==> src/rtl/arbiter_puf_engine_pkg.sv <==
// Shared definitions for the arbiter PUF engine.
//   state_t      : controller states
//   tap_mask()   : Fibonacci LFSR feedback taps for a given challenge width
//   stages_legal : true when the challenge width has a tap set
package puf_pkg;

  typedef enum logic [2:0] {
    IDLE,
    SETUP,
    FIRE,
    SAMPLE,
    RELAX,
    DONE
  } state_t;

  // Bit k set means state bit k feeds the XOR.
  function automatic logic [63:0] tap_mask(input int stages);
    case (stages)
      8:       tap_mask = 64'h0000_0000_0000_00B8;  // 7,5,4,3
      16:      tap_mask = 64'h0000_0000_0000_D008;  // 15,14,12,3
      32:      tap_mask = 64'h0000_0000_8020_0003;  // 31,21,1,0
      64:      tap_mask = 64'hD800_0000_0000_0000;  // 63,62,60,59
      default: tap_mask = 64'h0;
    endcase
  endfunction

  function automatic bit stages_legal(input int stages);
    return (stages == 8) || (stages == 16) || (stages == 32) || (stages == 64);
  endfunction

endpackage

==> src/rtl/arbiter_puf_engine_if.sv <==
// Request/response handshake between the bus logic (master) and the
// PUF engine (slave).
//   istart/iseed        : request valid + seed challenge
//   oready              : engine idle
//   ovalid/iready       : response valid / consumer accepts
//   oresponse/ounstable : voted response and count of non-unanimous bits
interface arbiter_puf_engine_if #(
  parameter int STAGES    = 8,
  parameter int RESP_BITS = 16
);
  localparam int UNST_W = $clog2(RESP_BITS + 1);

  logic                  istart;
  logic [STAGES-1:0]     iseed;
  logic                  oready;
  logic                  ovalid;
  logic                  iready;
  logic [RESP_BITS-1:0]  oresponse;
  logic [UNST_W-1:0]     ounstable;

  modport slave  (input istart, iseed, iready,
                  output oready, ovalid, oresponse, ounstable);
  modport master (output istart, iseed, iready,
                  input oready, ovalid, oresponse, ounstable);
endinterface

==> src/rtl/arbiter_puf_engine_lfsr.sv <==
// Challenge expander: Fibonacci LFSR, shift left with feedback into bit 0.
//   iload  : load iseed (an all-zero seed becomes 1, the LFSR lock-up state)
//   istep  : advance one step
//   ostate : current challenge
module puf_challenge_lfsr
  import puf_pkg::*;
#(
  parameter int STAGES = 8
) (
  input  logic              iclk,
  input  logic              irst_n,
  input  logic              iload,
  input  logic [STAGES-1:0] iseed,
  input  logic              istep,
  output logic [STAGES-1:0] ostate
);

  localparam logic [63:0]       TAPS_FULL = tap_mask(STAGES);
  localparam logic [STAGES-1:0] TAPS      = TAPS_FULL[STAGES-1:0];

  logic fb;
  assign fb = ^(ostate & TAPS);

  always_ff @(posedge iclk or negedge irst_n) begin
    if (!irst_n) begin
      ostate <= '0;
    end else if (iload) begin
      ostate <= (iseed == '0) ? STAGES'(1) : iseed;
    end else if (istep) begin
      ostate <= {ostate[STAGES-2:0], fb};
    end
  end

endmodule

==> src/rtl/arbiter_puf_engine.sv <==
// Arbiter PUF controller. Expands a seed into one challenge per response
// bit, fires the external delay line VOTES times per challenge, majority-
// votes the synchronised arbiter output and returns the response.
//   iclk, irst_n : clock, asynchronous active-low reset
//   bus          : request/response handshake (slave side)
//   ochallenge   : challenge to the delay line
//   opulse       : launch pulse to the delay line
//   iarb         : raw arbiter flop output, asynchronous to iclk
module arbiter_puf_engine
  import puf_pkg::*;
#(
  parameter int STAGES        = 8,
  parameter int RESP_BITS     = 16,
  parameter int VOTES         = 3,
  parameter int SETTLE_CYCLES = 4
) (
  input  logic                  iclk,
  input  logic                  irst_n,
  arbiter_puf_engine_if.slave   bus,
  output logic [STAGES-1:0]     ochallenge,
  output logic                  opulse,
  input  logic                  iarb
);

  if (!stages_legal(STAGES)) begin : g_bad_stages
    $error("arbiter_puf_engine: STAGES must be 8, 16, 32 or 64");
  end
  if ((VOTES < 1) || ((VOTES % 2) == 0)) begin : g_bad_votes
    $error("arbiter_puf_engine: VOTES must be odd and at least 1");
  end
  if (SETTLE_CYCLES < 1) begin : g_bad_settle
    $error("arbiter_puf_engine: SETTLE_CYCLES must be at least 1");
  end

  localparam int PH_W   = $clog2(SETTLE_CYCLES + 3);
  localparam int VOTE_W = $clog2(VOTES + 1);
  localparam int ONES_W = $clog2(VOTES + 1);
  localparam int BIT_W  = (RESP_BITS > 1) ? $clog2(RESP_BITS) : 1;
  localparam int UNST_W = $clog2(RESP_BITS + 1);

  localparam logic [PH_W-1:0]   SETTLE_LAST = PH_W'(SETTLE_CYCLES - 1);
  localparam logic [PH_W-1:0]   FIRE_LAST   = PH_W'(SETTLE_CYCLES + 1);
  localparam logic [VOTE_W-1:0] VOTE_LAST   = VOTE_W'(VOTES - 1);
  localparam logic [ONES_W-1:0] ONES_ALL    = ONES_W'(VOTES);
  localparam logic [ONES_W-1:0] ONES_HALF   = ONES_W'(VOTES / 2);
  localparam logic [BIT_W-1:0]  BIT_LAST    = BIT_W'(RESP_BITS - 1);

  state_t              state;
  logic [PH_W-1:0]     phase;
  logic [VOTE_W-1:0]   vote;
  logic [ONES_W-1:0]   ones;
  logic [BIT_W-1:0]    bit_idx;
  logic                arb_p0;
  logic                arb_p1;
  logic                lfsr_load;
  logic                lfsr_step;
  logic                last_relax;

  // Stage p0/p1: two-flop synchroniser for the asynchronous arbiter output
  always_ff @(posedge iclk or negedge irst_n) begin
    if (!irst_n) begin
      arb_p0 <= 1'b0;
      arb_p1 <= 1'b0;
    end else begin
      arb_p0 <= iarb;
      arb_p1 <= arb_p0;
    end
  end

  // Final RELAX cycle of the last vote for this bit
  assign last_relax = (state == RELAX) && (phase == SETTLE_LAST) && (vote == VOTE_LAST);
  assign lfsr_load  = (state == IDLE) && bus.istart;
  // No step after the last bit, so the challenge only moves on SETUP entry
  assign lfsr_step  = last_relax && (bit_idx != BIT_LAST);

  puf_challenge_lfsr #(.STAGES(STAGES)) u_lfsr (
    .iclk   (iclk),
    .irst_n (irst_n),
    .iload  (lfsr_load),
    .iseed  (bus.iseed),
    .istep  (lfsr_step),
    .ostate (ochallenge)
  );

  always_ff @(posedge iclk or negedge irst_n) begin
    if (!irst_n) begin
      state         <= IDLE;
      phase         <= '0;
      vote          <= '0;
      ones          <= '0;
      bit_idx       <= '0;
      opulse        <= 1'b0;
      bus.oready    <= 1'b1;
      bus.ovalid    <= 1'b0;
      bus.oresponse <= '0;
      bus.ounstable <= '0;
    end else begin
      case (state)
        IDLE: begin
          if (bus.istart) begin
            state         <= SETUP;
            phase         <= '0;
            vote          <= '0;
            ones          <= '0;
            bit_idx       <= '0;
            bus.oready    <= 1'b0;
            bus.oresponse <= '0;
            bus.ounstable <= '0;
          end
        end
        SETUP: begin
          if (phase == SETTLE_LAST) begin
            phase  <= '0;
            opulse <= 1'b1;
            state  <= FIRE;
          end else begin
            phase <= phase + PH_W'(1);
          end
        end
        FIRE: begin
          // Two extra cycles let the arbiter result cross the synchroniser
          if (phase == FIRE_LAST) begin
            phase <= '0;
            state <= SAMPLE;
          end else begin
            phase <= phase + PH_W'(1);
          end
        end
        SAMPLE: begin
          ones   <= ones + ONES_W'(arb_p1);
          opulse <= 1'b0;
          state  <= RELAX;
        end
        RELAX: begin
          if (phase != SETTLE_LAST) begin
            phase <= phase + PH_W'(1);
          end else begin
            phase <= '0;
            if (vote != VOTE_LAST) begin
              vote  <= vote + VOTE_W'(1);
              state <= SETUP;
            end else begin
              bus.oresponse[bit_idx] <= (ones > ONES_HALF);
              if ((ones != '0) && (ones != ONES_ALL)) begin
                bus.ounstable <= bus.ounstable + UNST_W'(1);
              end
              vote <= '0;
              ones <= '0;
              if (bit_idx == BIT_LAST) begin
                state <= DONE;
              end else begin
                bit_idx <= bit_idx + BIT_W'(1);
                state   <= SETUP;
              end
            end
          end
        end
        DONE: begin
          // ovalid rises one cycle after entry, once the last bit has landed
          if (!bus.ovalid) begin
            bus.ovalid <= 1'b1;
          end else if (bus.iready) begin
            bus.ovalid <= 1'b0;
            bus.oready <= 1'b1;
            state      <= IDLE;
          end
        end
        default: begin
          state      <= IDLE;
          opulse     <= 1'b0;
          bus.oready <= 1'b1;
          bus.ovalid <= 1'b0;
        end
      endcase
    end
  end

endmodule

==> src/flat_wrapper.sv <==
// flat-port wrapper written by rule: the top's interface ports become plain ports
module arbiter_puf_engine_flat import puf_pkg::*;
#(
  parameter int STAGES        = 8,
  parameter int RESP_BITS     = 16,
  parameter int VOTES         = 3,
  parameter int SETTLE_CYCLES = 4
)
  (iclk, irst_n, ochallenge, opulse, iarb, bus_istart, bus_iseed, bus_iready, bus_oready, bus_ovalid, bus_oresponse, bus_ounstable);
  arbiter_puf_engine_if #(.STAGES(STAGES), .RESP_BITS(RESP_BITS)) bus_i ();
  input  logic iclk;
  input  logic irst_n;
  output logic [STAGES-1:0] ochallenge;
  output logic opulse;
  input  logic iarb;
  input wire logic [$bits(bus_i.istart)-1:0] bus_istart;
  input wire logic [$bits(bus_i.iseed)-1:0] bus_iseed;
  input wire logic [$bits(bus_i.iready)-1:0] bus_iready;
  output wire logic [$bits(bus_i.oready)-1:0] bus_oready;
  output wire logic [$bits(bus_i.ovalid)-1:0] bus_ovalid;
  output wire logic [$bits(bus_i.oresponse)-1:0] bus_oresponse;
  output wire logic [$bits(bus_i.ounstable)-1:0] bus_ounstable;
  assign bus_i.istart = bus_istart;
  assign bus_i.iseed = bus_iseed;
  assign bus_i.iready = bus_iready;
  assign bus_oready = bus_i.oready;
  assign bus_ovalid = bus_i.ovalid;
  assign bus_oresponse = bus_i.oresponse;
  assign bus_ounstable = bus_i.ounstable;
  arbiter_puf_engine #(.STAGES(STAGES), .RESP_BITS(RESP_BITS), .VOTES(VOTES), .SETTLE_CYCLES(SETTLE_CYCLES)) u_core (.iclk(iclk), .irst_n(irst_n), .bus(bus_i), .ochallenge(ochallenge), .opulse(opulse), .iarb(iarb));
endmodule
==> config.mk <==
export PLATFORM = sky130hd
export DESIGN_NAME = arbiter_puf_engine_flat
export DESIGN_NICKNAME = d
export VERILOG_FILES = /design/src/rtl/arbiter_puf_engine_pkg.sv /design/src/rtl/arbiter_puf_engine_if.sv /design/src/rtl/arbiter_puf_engine_lfsr.sv /design/src/rtl/arbiter_puf_engine.sv /design/src/flat_wrapper.sv
export SDC_FILE = /design/constraint.sdc
export NUM_CORES = 1
export LEC_CHECK = 0
export ABC_CLOCK_PERIOD_IN_PS = 2200
export CELL_PAD_IN_SITES_DETAIL_PLACEMENT = 0
export CELL_PAD_IN_SITES_GLOBAL_PLACEMENT = 2
export CORE_MARGIN = 2
export CORE_UTILIZATION = 32
export CTS_CLUSTER_SIZE = 40
export DETAILED_ROUTE_END_ITERATION = 7
export GPL_TIMING_DRIVEN = 0
export PLACE_DENSITY_LB_ADDON = 0.1
export RECOVER_POWER = 100
export SYNTH_ARGS = -nofsm -noshare
export SYNTH_HDL_FRONTEND = slang
export SYNTH_SLANG_ARGS = --single-unit
export TNS_END_PERCENT = 100
==> constraint.sdc <==
create_clock -name iclk -period 2.2 [get_ports iclk]
set_input_delay 0.44 -clock iclk [delete_from_list [all_inputs] [get_ports iclk]]
set_output_delay 0.44 -clock iclk [all_outputs]
set_load 0.02 [all_outputs]
==> qor.csv <==
metric;value;unit
ys_sh_mux;4.440;%
ctsHoldBuffers;0;
numCtsBuffers;5;
routedWlPerCell;14.58;um
r2r-end;u_core.bus.oresponse[13];
endpoint;u_core.bus.oresponse[13];
warnings;31;
adder_share;5.427;%
regArea;1202;um^2
ys_sh_simple;16.03;%
yosys_warnings;0;
logic_family;AND-OR/OR-AND gates;
diodes;0;
cts_buffer_depth;2;
yosys_cells;264;
synth-main-ff-cell;dfrtp_1;
p_leak;0.001415;uW
finalWeightedCongestion;0.7778;
fin_nets;344;
maxCapViolCount;0;
ys_types;51;
antenna_left;0;
outcome;finished clean;
hold_class;input port to async pin;
required;2.41;ns
most-common-layout-cells;dfrtp_1 (47), o21ai_0 (37), clkdlybuf4s50_1 (31);
crit_fanout;10;
setup_violations;0;
maxSlewViolCount;0;
combPwrFrac;43.3;%
worst max-delay path: stages, from the launching register on:
cell	delay, ns
dfrtp_1	0.41
buf_4	0.20
or3b_1	0.35
clkbuf_2	0.23
nor4_4	0.27
clkbuf_2	0.23
nand2_2	0.12
o21ai_0	0.18
area by class of cell:
cell class | instances | share of cell area [%]
timing repair buffer | 49 | 14.22
multi-input combinational | 190 | 39.15
inverter | 12 | 1.372
clock buffer | 8 | 2.745
sequential | 48 | 36.64
tap | 102 | 3.889
buffer | 14 | 1.982
repair_timing:
item,4_1_cts,5_1_grt
setup endpoints to repair,18,19
buffers inserted,0,4
gates resized,5,14
hold endpoints to repair,0,0
==> images/cell_density.png <==
Scale bar: 20 um. 9 x 9 tiles, from black (low) to pale yellow (high), 0 to 100% covered.
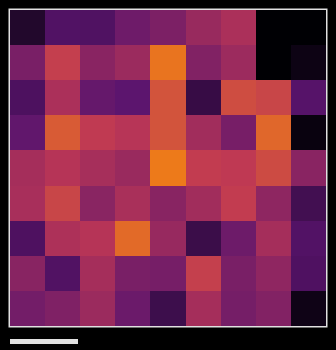
emptiest ninth of the die: upper right
nearly empty tiles: 3.7%
fullest tile: 70%
mean over tiles: 37%
Core Util, Final: 42.69%
Initial Util: 32.99%
core area: 7687 um^2

==> images/power_grid.png <==
Scale bar: 20 um. Pins as bars on the die edge.
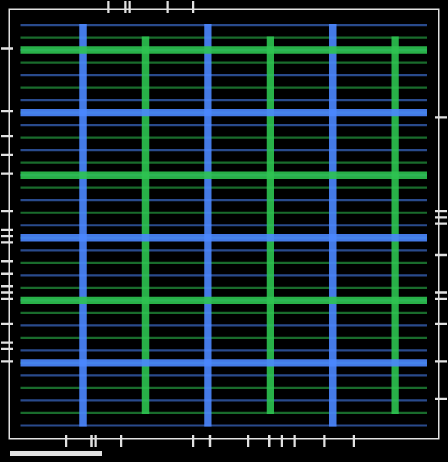
| colour | net |
|---|---|
| blue | VSS |
| green | VDD |
met4 straps: 6
rows: 32
signal pins: 45
met1 rails: 33
met5 straps: 6
Die W: 93.03 um
Worst VDD drop: 0.4951 mV
DIE HEIGHT: 93.03 um

==> images/io_fan.png <==
Scale bar: 20 um.
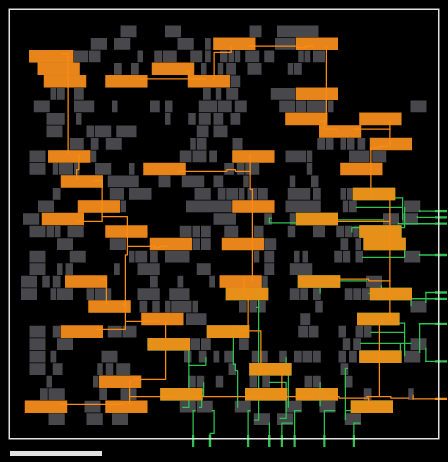
| colour | port | bits | direction | edge | end cells | wire |
|---|---|---|---|---|---|---|
| green | bus_oresponse | 16 | output | 8 bottom, 8 right | 16 | 359 um |
| orange | irst_n | 1 | input | right | 48 | 443 um |
# IOs: 45
PortBufs: 44

